$ cat config.mk
export PLATFORM = sky130hd
export DESIGN_NAME = joypad_reg
export DESIGN_NICKNAME = d
export VERILOG_FILES = /design/src/rtl/joypad_reg.sv
export SDC_FILE = /design/constraint.sdc
export NUM_CORES = 1
export LEC_CHECK = 0
export CELL_PAD_IN_SITES_DETAIL_PLACEMENT = 1
export CELL_PAD_IN_SITES_GLOBAL_PLACEMENT = 1
export CORE_MARGIN = 1.5
export CORE_UTILIZATION = 51
export CTS_CLUSTER_SIZE = 20
export DETAILED_ROUTE_END_ITERATION = 10
export HOLD_SLACK_MARGIN = 0.08
export PLACE_DENSITY = 0.93
export SYNTH_ARGS = -nofsm -noshare
export SYNTH_HDL_FRONTEND = slang
export SYNTH_SLANG_ARGS = --single-unit
$ cat constraint.sdc
create_clock -name clock -period 9.3 [get_ports clock]
set_input_delay 1.395 -clock clock [delete_from_list [all_inputs] [get_ports clock]]
set_output_delay 1.395 -clock clock [all_outputs]
set_load 0.01 [all_outputs]
$ cat src/rtl/joypad_reg.sv
// joypad_reg: Game Boy P1/JOYP register at 0xFF00.
// Sits downstream of the eight per-button debouncers. It synchronizes the raw
// button levels and stretches one-cycle press pulses so that a short tap stays
// visible for HOLD_CYCLES cycles. It also raises a one-cycle joypad interrupt.
// Optional build macro: JOYPAD_SELECT_IRQ_EN. When it is defined, only presses
// in the currently selected group(s) raise the interrupt.
// Bit map for the button vectors: 0 right, 1 left, 2 up, 3 down, 4 A, 5 B,
// 6 select, 7 start.
module joypad_reg #(
    parameter int HOLD_CYCLES = 140448,
    parameter int HOLD_WIDTH  = $clog2(HOLD_CYCLES + 1)
) (
    input  logic        clock,
    input  logic        reset,
    input  logic [7:0]  button_level,
    input  logic [7:0]  button_pressed,
    input  logic [15:0] addr,
    input  logic        wr_en,
    input  logic [7:0]  wr_data,
    output logic [7:0]  rd_data,
    output logic        hit,
    output logic        joypad_irq
);

    localparam logic [HOLD_WIDTH-1:0] HOLD_LOAD = HOLD_WIDTH'(HOLD_CYCLES);
    localparam logic [HOLD_WIDTH-1:0] CNT_ONE   = HOLD_WIDTH'(1);
    localparam logic [15:0]           JOYP_ADDR = 16'hFF00;

    logic [7:0]            lvl_meta;
    logic [7:0]            lvl_s;
    logic [1:0]            select;
    logic [HOLD_WIDTH-1:0] cnt [8];
    logic [7:0]            held;
    logic [7:0]            down;
    logic [7:0]            group_mask;
    logic [7:0]            irq_src;
    logic [3:0]            lines_low;
    logic                  unused_wr_bits;

    // Address decode is purely combinational from the bus address.
    assign hit = (addr == JOYP_ADDR);

    // Two-flop synchronizer for the asynchronous raw button levels.
    always_ff @(posedge clock or posedge reset) begin
        if (reset) begin
            lvl_meta <= 8'h00;
            lvl_s    <= 8'h00;
        end else begin
            lvl_meta <= button_level;
            lvl_s    <= lvl_meta;
        end
    end

    // Select register: only bits 5:4 of a write to 0xFF00 are kept.
    always_ff @(posedge clock or posedge reset) begin
        if (reset) begin
            select <= 2'b11;
        end else if (wr_en && hit) begin
            select <= wr_data[5:4];
        end
    end

    // The remaining write bits are read-only or unused in this register.
    assign unused_wr_bits = ^{wr_data[7:6], wr_data[3:0]};

    // Per-button hold counters. A press reloads the counter, even mid-hold.
    // Otherwise the counter counts down and stops at zero.
    always_ff @(posedge clock or posedge reset) begin
        if (reset) begin
            for (int i = 0; i < 8; i++) begin
                cnt[i] <= '0;
            end
        end else begin
            for (int i = 0; i < 8; i++) begin
                if (button_pressed[i]) begin
                    cnt[i] <= HOLD_LOAD;
                end else if (cnt[i] != '0) begin
                    cnt[i] <= cnt[i] - CNT_ONE;
                end
            end
        end
    end

    // A button is held down while its stretch counter is still running.
    always_comb begin
        held = 8'h00;
        for (int i = 0; i < 8; i++) begin
            held[i] = (cnt[i] != '0);
        end
    end

    assign down = lvl_s | held;

    // A group is selected when its select bit is low.
    // select[0] controls the directions and select[1] controls the buttons.
    assign group_mask = {{4{~select[1]}}, {4{~select[0]}}};

    // A line reads low if any button in a selected group on that line is down.
    assign lines_low = (down[3:0] & group_mask[3:0]) | (down[7:4] & group_mask[7:4]);

    assign rd_data = hit ? {2'b11, select, ~lines_low} : 8'h00;

`ifdef JOYPAD_SELECT_IRQ_EN
    // Only presses in a selected group can pull a line low, so only those interrupt.
    assign irq_src = button_pressed & group_mask;
`else
    // Any press interrupts, whatever the select setting.
    assign irq_src = button_pressed;
`endif

    // Registered interrupt pulse, one cycle after the press pulse.
    always_ff @(posedge clock or posedge reset) begin
        if (reset) begin
            joypad_irq <= 1'b0;
        end else begin
            joypad_irq <= |irq_src;
        end
    end

endmodule

==> summary.txt <==
status - finished, final reports clean
Pwr Total - 1.70 mW
Cell Area, Synth - 8870 um^2
distinct lib cells - 58
Placed Area - 9480 um^2
Final Max Slew Viols - 0
Max Clk Rate - 0.183 GHz
post-layout period usage - 58.8%
DP Worst Slack - 3.83 ns
Tool Warnings - 32
Lkg Pwr - 3.69 nW
setup TNS - 0 ns
detailed-placement wirelength estimate - 15300 um
total clock buffers created by CTS - 17
I/O pins - 53
crit-path cells - clkdlybuf4s50_1 -> or4_1 -> nor4_2 -> o221a_2 -> clkdlybuf4s50_1
Power per Cell Area - 170 nW/um^2
Die Footprint - 18200 um^2
max-capacitance violation count - 0
vias in the first global route - 8100
WS Path Type - input port to output port
CP most frequent cell - clkdlybuf4s50_1
worst hold path class - flip-flop to flip-flop
worst slew pin tran - 1.06 ns
# diodes - 0
Overflow after GRT - 0
unrepaired setup endpoints after global routing - no
Final WS setup - 3.84 ns
DRT met1 WL - 10200 um
core box area - 17200 um^2
Worst-path clk slew - 0.06 ns
fin util - 58.5%
Pre-antenna DRT Iters - 5
crit path max-delay cell type - nor4_2
leading area contributor after synthesis - dfrtp_1
minimum clock period - 5.46 ns
Initial Utilization - 51.7%
hold buffers post-CTS - 0
row cnt - 48
count of library flops with an enable pin - 0
sequential area share after synthesis - 46.0%
CTS tree - built
CTS Root Cell - clkbuf_16
Layout area overhead - 13.2%
Synth top cell by count - dfrtp_1
yosys warning tally - 0
Post-Synthesis Cells - 932
clk latency late pin - 0.44 ns
Critical Path AT - 4.07 ns
CTS H-tree lvls - 4
Post-synth ARST share - 100%
top cells by count - dfrtp_1, a21oi_1, nor2_1
critical path's top delay family - simple AND/OR/NAND/NOR gates
type of origin of the critical path - input port
via density per instance - 6.39
top_reg_cell synth - dfrtp_1
die height - 135 um
yosys cell count - 932
share of layout cells above drive strength 1 - 9.70%
Fin Clk Skew - 0.00636 ns
slew margin rel. - 29.0%
Routability Congestion - 0.787
port buffer count - 46
post_cts resized - 0
largest net degree at the start of global routing - 91
Post-Syn Nets - 983
design area - 10000 um^2
DRC viols - 0
Cell area leaders - dfrtp_1, a21oi_1, nor2b_1, or4_1, mux2_2
CP Data Required Time - 7.91 ns
synthesis-stage register bit count - 163
average size of a mapped cell - 9.52 um^2
first-pass GRT wire length - 40500 um
Sink Count - 163
Buf+Inv Stages, Crit Path - 2
die width - 135 um
Critical Path Max Stage Delay - 0.85 ns
met3 WL post-DR - 710 um
Fin. Hold Viols - 0
antenna viol nets, final - 0
Post-CTS Setup Bufs - 0
Max Root-Sink Buffers - 2
critical path fanouts, max - 10
DR iter-0 viols - 392
wire length per cell - 20.0 um
Total GRT Usage - 27.8%
peak supply drop - 139 uV
initial antenna violation count - 0
Area leader share - 45.4%
Setup crit end kind - output port
top sig layer - met4
final setup vio count - 0
DR WL met2 - 12500 um
nets - 1008
==> layout make-up <==
cell class / instances / area, um^2
fill: 1955 / 7130
sequential: 163 / 4080
multi-input combinational: 702 / 4520
timing repair buffer: 53 / 513
inverter: 20 / 80.1
tap: 225 / 282
clock buffer: 22 / 464
clock inverter: 9 / 106
==> worst register-to-register path: cells and delay by family (launching register included) <==
| family | cells | cell delay [ns] |
|---|---|---|
| adders and majority gates | 1 | 0.21 |
| DFF | 1 | 0.41 |
| buffers and inverters | 1 | 0.10 |
| and+or+nand+nor | 3 | 1.68 |
| AOI/OAI and AO/OA | 1 | 0.16 |
==> routing by layer <==
layer  vias up  global-route usage, %
li1       3552                      -
met1      3893                   34.1
met2       131                   48.7
met3        51                   5.14
met4         0                   10.3
met5         -                      0
==> power by group <==
part           switching [mW]  internal (mW)  leakage, nW
sequential             0.0499          0.749         1.99
combinational           0.118         0.0896         1.43
clock                   0.290          0.407        0.272
==> cell usage in the layout (no fill, tap or decap), drive strengths merged, types with 18 or more instances in the layout <==
| cell | n |
|---|---|
| a21oi | 81 |
| mux2i | 23 |
| or4 | 45 |
| inv | 20 |
| nand2b | 18 |
| o31ai | 25 |
| o21ai | 34 |
| nor4 | 38 |
| nor3 | 60 |
| dfrtp | 161 |
| mux2 | 30 |
| clkdlybuf4s50 | 46 |
| nor2 | 73 |
| nor2b | 57 |
| clkbuf | 22 |
| nand2 | 40 |
| or3 | 42 |
| a211oi | 19 |
==> cell families after synthesis <==
| family | synth area share [%] |
|---|---|
| mux | 6.40 |
| simple gates | 28.5 |
| compound gates | 14.9 |
| buf+inv | 3.07 |
| fa+ha+maj | 1.13 |
| flops | 46.0 |
==> state kept, by name, summed over array words and instances (netlist names) <==
name	cells
lvl_meta	8
select	2
joypad_irq	1
cnt	144
lvl_s	8
==> through the flow <==
stage	hold WS, ns	cells
CTS	0.351	1194
global placement	0.334	1163
floorplan	0.331	932
finish	0.351	1194
detailed placement	0.336	1163
global route	0.358	1194
==> path summary, 6_finish.rpt <==
kind                                            start                   end  slack, ns  depth (start not counted)
worst max register to register    cnt[18]$_DFFE_PP0P_   cnt[30]$_DFFE_PP0P_       6.64                          6
max in group asynchronous                       reset  cnt[122]$_DFFE_PP0P_       6.35                          3
worst min register to register  lvl_meta[5]$_DFF_PP0_    lvl_s[5]$_DFF_PP0_       0.35                          0
worst min-delay path            lvl_meta[5]$_DFF_PP0_    lvl_s[5]$_DFF_PP0_       0.35                          0
min in group asynchronous                       reset   cnt[44]$_DFFE_PP0P_       1.50                          2
worst max-delay path                          addr[1]            rd_data[3]       3.84                          5
==> images/layer_met1.png <==
The bar under the picture is 50 um long.
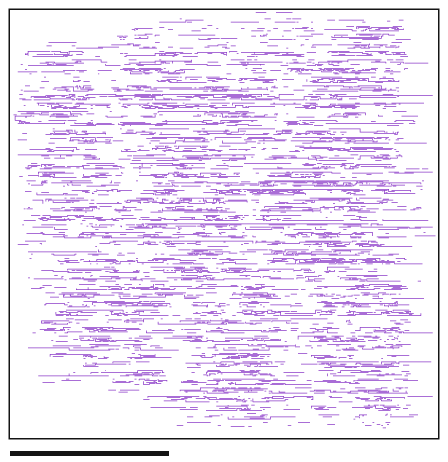
nets with wire on the layer: 943
wire length on this layer: 10200 um
share of all routed wire: 43%

==> images/layer_met2.png <==
The bar under the picture is 50 um long. Cells faint in the background.
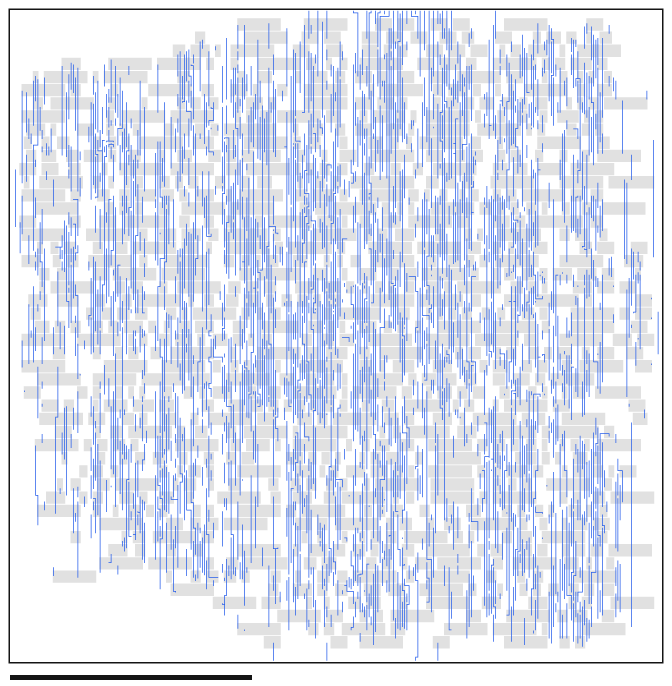
nets with wire on the layer: 922
main direction: vertical
longest straight run: 56.1 um
share of all routed wire: 52%
wire length on this layer: 12500 um
Vias: 7627
Final Routed Wirelength: 23900 um
met2 Usage GRT: 48.7%

==> images/layer_met3.png <==
The bar under the picture is 50 um long. Cells faint in the background.
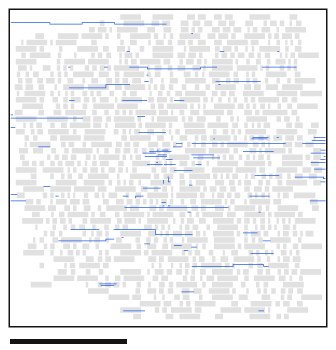
wire length on this layer: 711 um
share of all routed wire: 3.0%
nets with wire on the layer: 61
main direction: horizontal
longest straight run: 44.2 um
global routing met3 resource utilization: 5.14%

Power and IR drop assume default switching activity.
